Fig. 1: clock wiring as the flow saved it
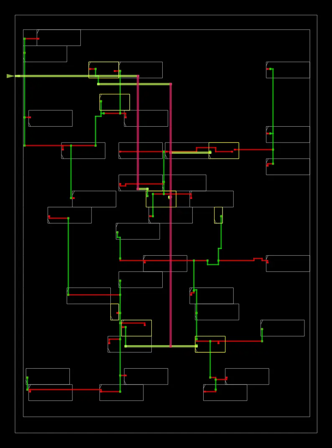
Fig. 2: a small window of the routed layout
Scale bar: 5 µm. Region (15, 39) to (35, 59) µm. Cells in gray, sequential cells in the stronger gray; small squares are vias.
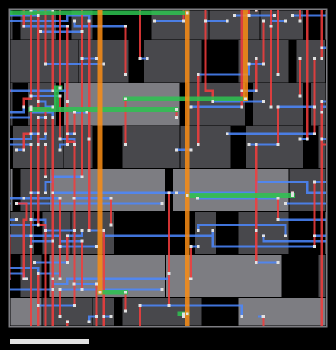
Fig. 3: routed metal per tile
The die is cut into 10 by 14 equal tiles; white is low, dark blue is high, scaled to the fullest tile. Values are wire area over tile area, all layers added.
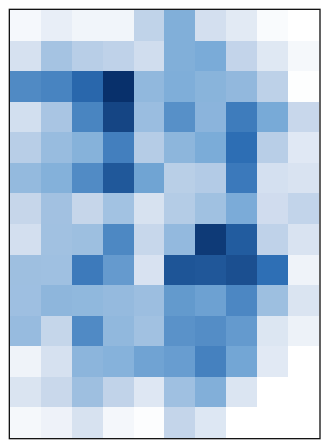
Fig. 4: pin placement
Scale bar: 20 µm. Pins as bars across the die edge, other pins in gray.
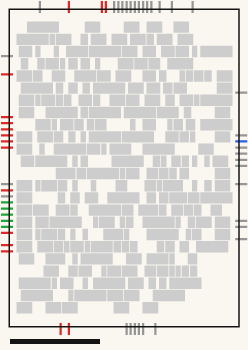
Fig. 5: gate-type map
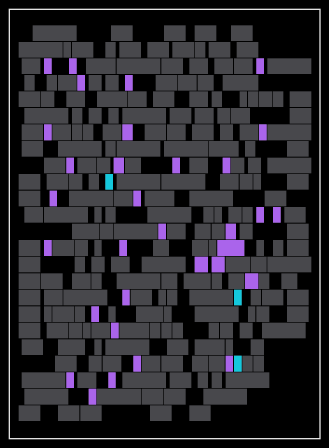
===== src/rtl/hazard_control_unit.sv =====
// Pipeline hazard control: load-use stalls and control-transfer flushes,
// with saturating statistics counters for stall cycles and flush events.
module hazard_control_unit #(
   parameter int unsigned     REG_W     = 3,
   parameter int unsigned     OP_W      = 5,
   parameter int unsigned     LOAD_LAT  = 1,
   parameter int unsigned     FLUSH_CYC = 1,
   parameter logic [OP_W-1:0] JMP_OP0   = 5'b11100,
   parameter logic [OP_W-1:0] JMP_OP1   = 5'b11101,
   parameter logic [OP_W-1:0] JMP_OP2   = 5'b11110,
   parameter bit              IGNORE_R0 = 1'b1,
   parameter int unsigned     CNT_W     = 16
) (
   input  logic             clk,
   input  logic             rst,
   input  logic             id_exe_memrd,
   input  logic [REG_W-1:0] id_exe_rd,
   input  logic [REG_W-1:0] if_id_rs,
   input  logic [REG_W-1:0] if_id_rt,
   input  logic [OP_W-1:0]  opcode,
   input  logic             branch_taken,
   output logic             if_id_wr,
   output logic             pc_wr,
   output logic             id_exe_zero,
   output logic             flush,
   output logic             busy,
   output logic [CNT_W-1:0] stall_count,
   output logic [CNT_W-1:0] flush_count
);

   typedef enum logic [1:0] {IDLE, STALL, FLUSH} state_t;

   state_t     state;
   logic [3:0] cnt;
   logic       hazard;
   logic       ctrl;

   // Hazard and control-transfer detection from the current pipeline contents
   always_comb begin
      hazard = id_exe_memrd &&
               ((id_exe_rd == if_id_rs) || (id_exe_rd == if_id_rt)) &&
               !(IGNORE_R0 && (id_exe_rd == '0));
      ctrl   = branch_taken ||
               (opcode == JMP_OP0) || (opcode == JMP_OP1) || (opcode == JMP_OP2);
   end

   // Pipeline control outputs, decoded from state and live inputs
   always_comb begin
      if_id_wr    = 1'b1;
      pc_wr       = 1'b1;
      id_exe_zero = 1'b0;
      flush       = 1'b0;
      busy        = 1'b0;
      if (!rst) begin
         case (state)
            IDLE: begin
               if (ctrl) begin
                  flush       = 1'b1;
                  id_exe_zero = 1'b1;
               end else if (hazard) begin
                  if_id_wr    = 1'b0;
                  pc_wr       = 1'b0;
                  id_exe_zero = 1'b1;
               end
            end
            STALL: begin
               if_id_wr    = 1'b0;
               pc_wr       = 1'b0;
               id_exe_zero = 1'b1;
               busy        = 1'b1;
            end
            FLUSH: begin
               flush       = 1'b1;
               id_exe_zero = 1'b1;
               busy        = 1'b1;
            end
            default: ;
         endcase
      end
   end

   // State sequencing, hold counter and saturating statistics
   always_ff @(posedge clk) begin
      if (rst) begin
         state       <= IDLE;
         cnt         <= '0;
         stall_count <= '0;
         flush_count <= '0;
      end else begin
         case (state)
            IDLE: begin
               if (ctrl) begin
                  if (FLUSH_CYC > 1) begin
                     state <= FLUSH;
                     cnt   <= 4'(FLUSH_CYC - 1);
                  end
               end else if (hazard) begin
                  if (LOAD_LAT > 1) begin
                     state <= STALL;
                     cnt   <= 4'(LOAD_LAT - 1);
                  end
               end
            end
            STALL, FLUSH: begin
               cnt <= cnt - 4'd1;
               if (cnt == 4'd1) state <= IDLE;
            end
            default: begin
               state <= IDLE;
               cnt   <= '0;
            end
         endcase

         if (!pc_wr && (stall_count != '1))
            stall_count <= stall_count + 1'b1;
         if ((state == IDLE) && ctrl && (flush_count != '1))
            flush_count <= flush_count + 1'b1;
      end
   end

endmodule


===== config.mk =====
export PLATFORM = sky130hd
export DESIGN_NAME = hazard_control_unit
export DESIGN_NICKNAME = d
export VERILOG_FILES = /design/src/rtl/hazard_control_unit.sv
export SDC_FILE = /design/constraint.sdc
export NUM_CORES = 1
export LEC_CHECK = 0
export CORE_ASPECT_RATIO = 1.4
export CORE_UTILIZATION = 49
export DETAILED_ROUTE_END_ITERATION = 8
export PLACE_DENSITY_LB_ADDON = 0.15
export SYNTH_ARGS = -nofsm -noshare
export SYNTH_HDL_FRONTEND = slang
export SYNTH_SLANG_ARGS = --single-unit

===== constraint.sdc =====
create_clock -name clk -period 5.6 [get_ports clk]
set_clock_uncertainty 0.05 [all_clocks]
set_input_delay 1.12 -clock clk [delete_from_list [all_inputs] [get_ports clk]]
set_output_delay 1.12 -clock clk [all_outputs]
set_load 0.05 [all_outputs]

==> impl_metrics.ini <==
; implementation run metrics
[run_status]
status = finished clean

[worst_setup_path]
worstPathRequired_ns = 4.43
cpLargestDelayFamily = buffers and inverters
path_depth = 4
rr_startpoint = stall_count[0]
reg2reg_depth = 7
startpoint_type = primary input
critPathMaxFanout = 19
critPathMaxStageDelay_ns = 0.81
crit_buf_inv = 3
critPathKind = primary input to output port
crit_chain = clkdlybuf4s50_1, buf_4, nor2_1, clkdlybuf4s50_1
arrival_ns = 3.14
critPathCapture = flush
endpoint_kind = output port
cpMaxStageDelayCell = clkdlybuf4s50_1
cp_common_cell = clkdlybuf4s50_1

[power_and_ir_drop]
ir_drop_mv = 0.188
seq-power_uw = 232
power.switching_uw = 117
power.internal_uw = 354
p_clk_share_pct = 38.7
powerClk_uw = 182
power_frac_seq_pct = 49.4
powerDensity_nw_per_um2 = 207
combinationalPower_uw = 56.1
switching_share_pct = 24.7
leakage_uw = 0.000783
top_power_group = sequential cells
finalPower_uw = 471

[synthesis]
synthFlopType = dfxtp_1
floorplan.nets = 215
ys_cells = 195
ys.flops = 32
top_area_share_pct = 39.1
syn_area_um2 = 1640
ys.warnings.count = 0
largest_area_cell = dfxtp_1
ys_types = 38
syn_area_per_cell_um2 = 8.41
synthCells = 195
ys_seq_share_pct = 39.1
async_flop_share_pct = 0
topCellsByArea = dfxtp_1 (39%), xor2_1 (8.5%), nor2_1 (5.7%)

[finish]
drive_gt1_share_pct = 5.65
comb_area_um2 = 946
final_cells = 287
final_cell_mix = clkdlybuf4s50_1 (53), dfxtp_1 (32), nor2_1 (25), nand3_1 (17), xor2_1 (16)
diodes = 0
logic_gates = 151
sh_seq_area_pct = 28.2
n_all_buffers = 54
reg_top3 = flush_count x16, stall_count x16
lay_top_count = clkdlybuf4s50_1
area_share_nonclk_buffers_pct = 23.7
num-nets-final = 267
inv_count = 3
fill_cells = 258
final_area_um2 = 2270
comb_area_share_pct = 41.6
seq_area_um2 = 641
dominant_cells = combinational gates

[placed_design]
pre_cts_slack_ns = 1.28
place_area_um2 = 2180
place_hpwl_mm = 2.64
numPortBuffers = 53
gp_congestion = 0.723
dp_cells = 279

[detailed_routing]
routed.top_layer = met4
drt_iter0_drc = 38
routedWlPerCell_um = 12.8
routed_via_density = 5.54
drc = 0
drt-total-wl_mm = 3.68
dr.pass1.iters = 4
num_vias = 1591

[worst_hold_path]
hold_depth = 2
hp-start = stall_count[8]
hold_path_class = flip-flop to flip-flop
worstHoldEndpoint = stall_count[8]

[sta]
fmax_mhz = 232
setup_viol = 0
rsz0062_at_grt = no
period_used_pct = 77.0
hold_viol = 0
relSlewSlack_pct = 58.9
fin_ws_ns = 1.29
tightest_slew_ns = 0.614
hold_ws_ns = 0.460
finalSetupTns_ns = 0
fin_crit_ns = 4.31
drv_slew = 0

[floorplanning]
taps = 39
die_y_um = 70.5
initial_core_util_pct = 52.0
die-area_um2 = 3590
fp.dieW_um = 50.9
ios = 55
rows = 24

[global_routing]
grt_pass1_vias = 1391
use_met1_pct = 25.9
busiest_layer = met2
overflow = 0
gr-usage-met2_pct = 36.4
grt_pass1_wl_mm = 6.07
grt_max_degree = 20
antenna_found_initial = 0

[clock_tree]
path_clk_slew_ns = 0.07
cts_setup_buffers = 0
cts_tree = yes
clock-root-buffer = clkbuf_8
cts_max_level = 2
clockBufferDepth = 2
clock-sinks = 32
cts_resized = 0

[job]
warnings = 26
maxCapViolations = 0
## Picture notes: Fig. 1
clk latency late pin: 0.28 ns
clock buf count: 8

## Picture notes: Fig. 2
Key: metal 2 = red; metal 1 = blue; metal 3 = green; metal 4 = orange
Most frequent: dfxtp_1 (6), clkdlybuf4s50_1 (5), xnor2_1 (4). Sequential cells in the window: 6. 34 logic cells have their middle in the window. Netlist names of flops here include flush_count (3), stall_count (3).

## Picture notes: Fig. 3
The mean over all tiles is 0.17. The fullest tile reaches 0.45. 24% of the tiles are over half the peak. 6.4% of the tiles are nearly empty. The emptiest ninth of the die: bottom right.

## Picture notes: Fig. 4
Key: if_id_wr = blue [pins 1, direction output, edge right]; opcode = green [pins 5, direction input, edge left]; flush_count = red [pins 16, direction output, edge 11 left, 3 top, 2 bottom]
All pins by edge: 19 left, 17 top, 11 right, 8 bottom.

## Picture notes: Fig. 5
Key: NOR gates = purple [cells 32, where spread over the die]; inverters = cyan [cells 3]

## kinds of logic (layout without fill, tap and decap cells)
group                    count (synthesis)  count (layout)  share of synthesized area, %
adder cells (fa/ha/maj)                  2               2                          1.53
flip-flops                              32              32                          39.1
AND-OR/OR-AND                           28              28                          11.4
XOR/XNOR                                24              24                          12.8
buffers and inverters                   12              65                          3.28
other                                    1               1                         0.229
AND/OR/NAND/NOR                         94              94                          30.4
multiplexers                             2               2                          1.22
## cell usage after synthesis, types with 2 or more instances
library cell  number
dfxtp_1           32
nor2_1            25
nand3_1           17
xor2_1            16
nand2_1           13
a21oi_1           10
and3_1             9
nand4_1            9
xnor2_1            8
clkbuf_1           6
o21ai_0            6
o31ai_1            5
or3_1              4
inv_1              3
nor3_1             3
or4_1              3
and4_1             2
buf_4              2
ha_1               2
mux2i_1            2
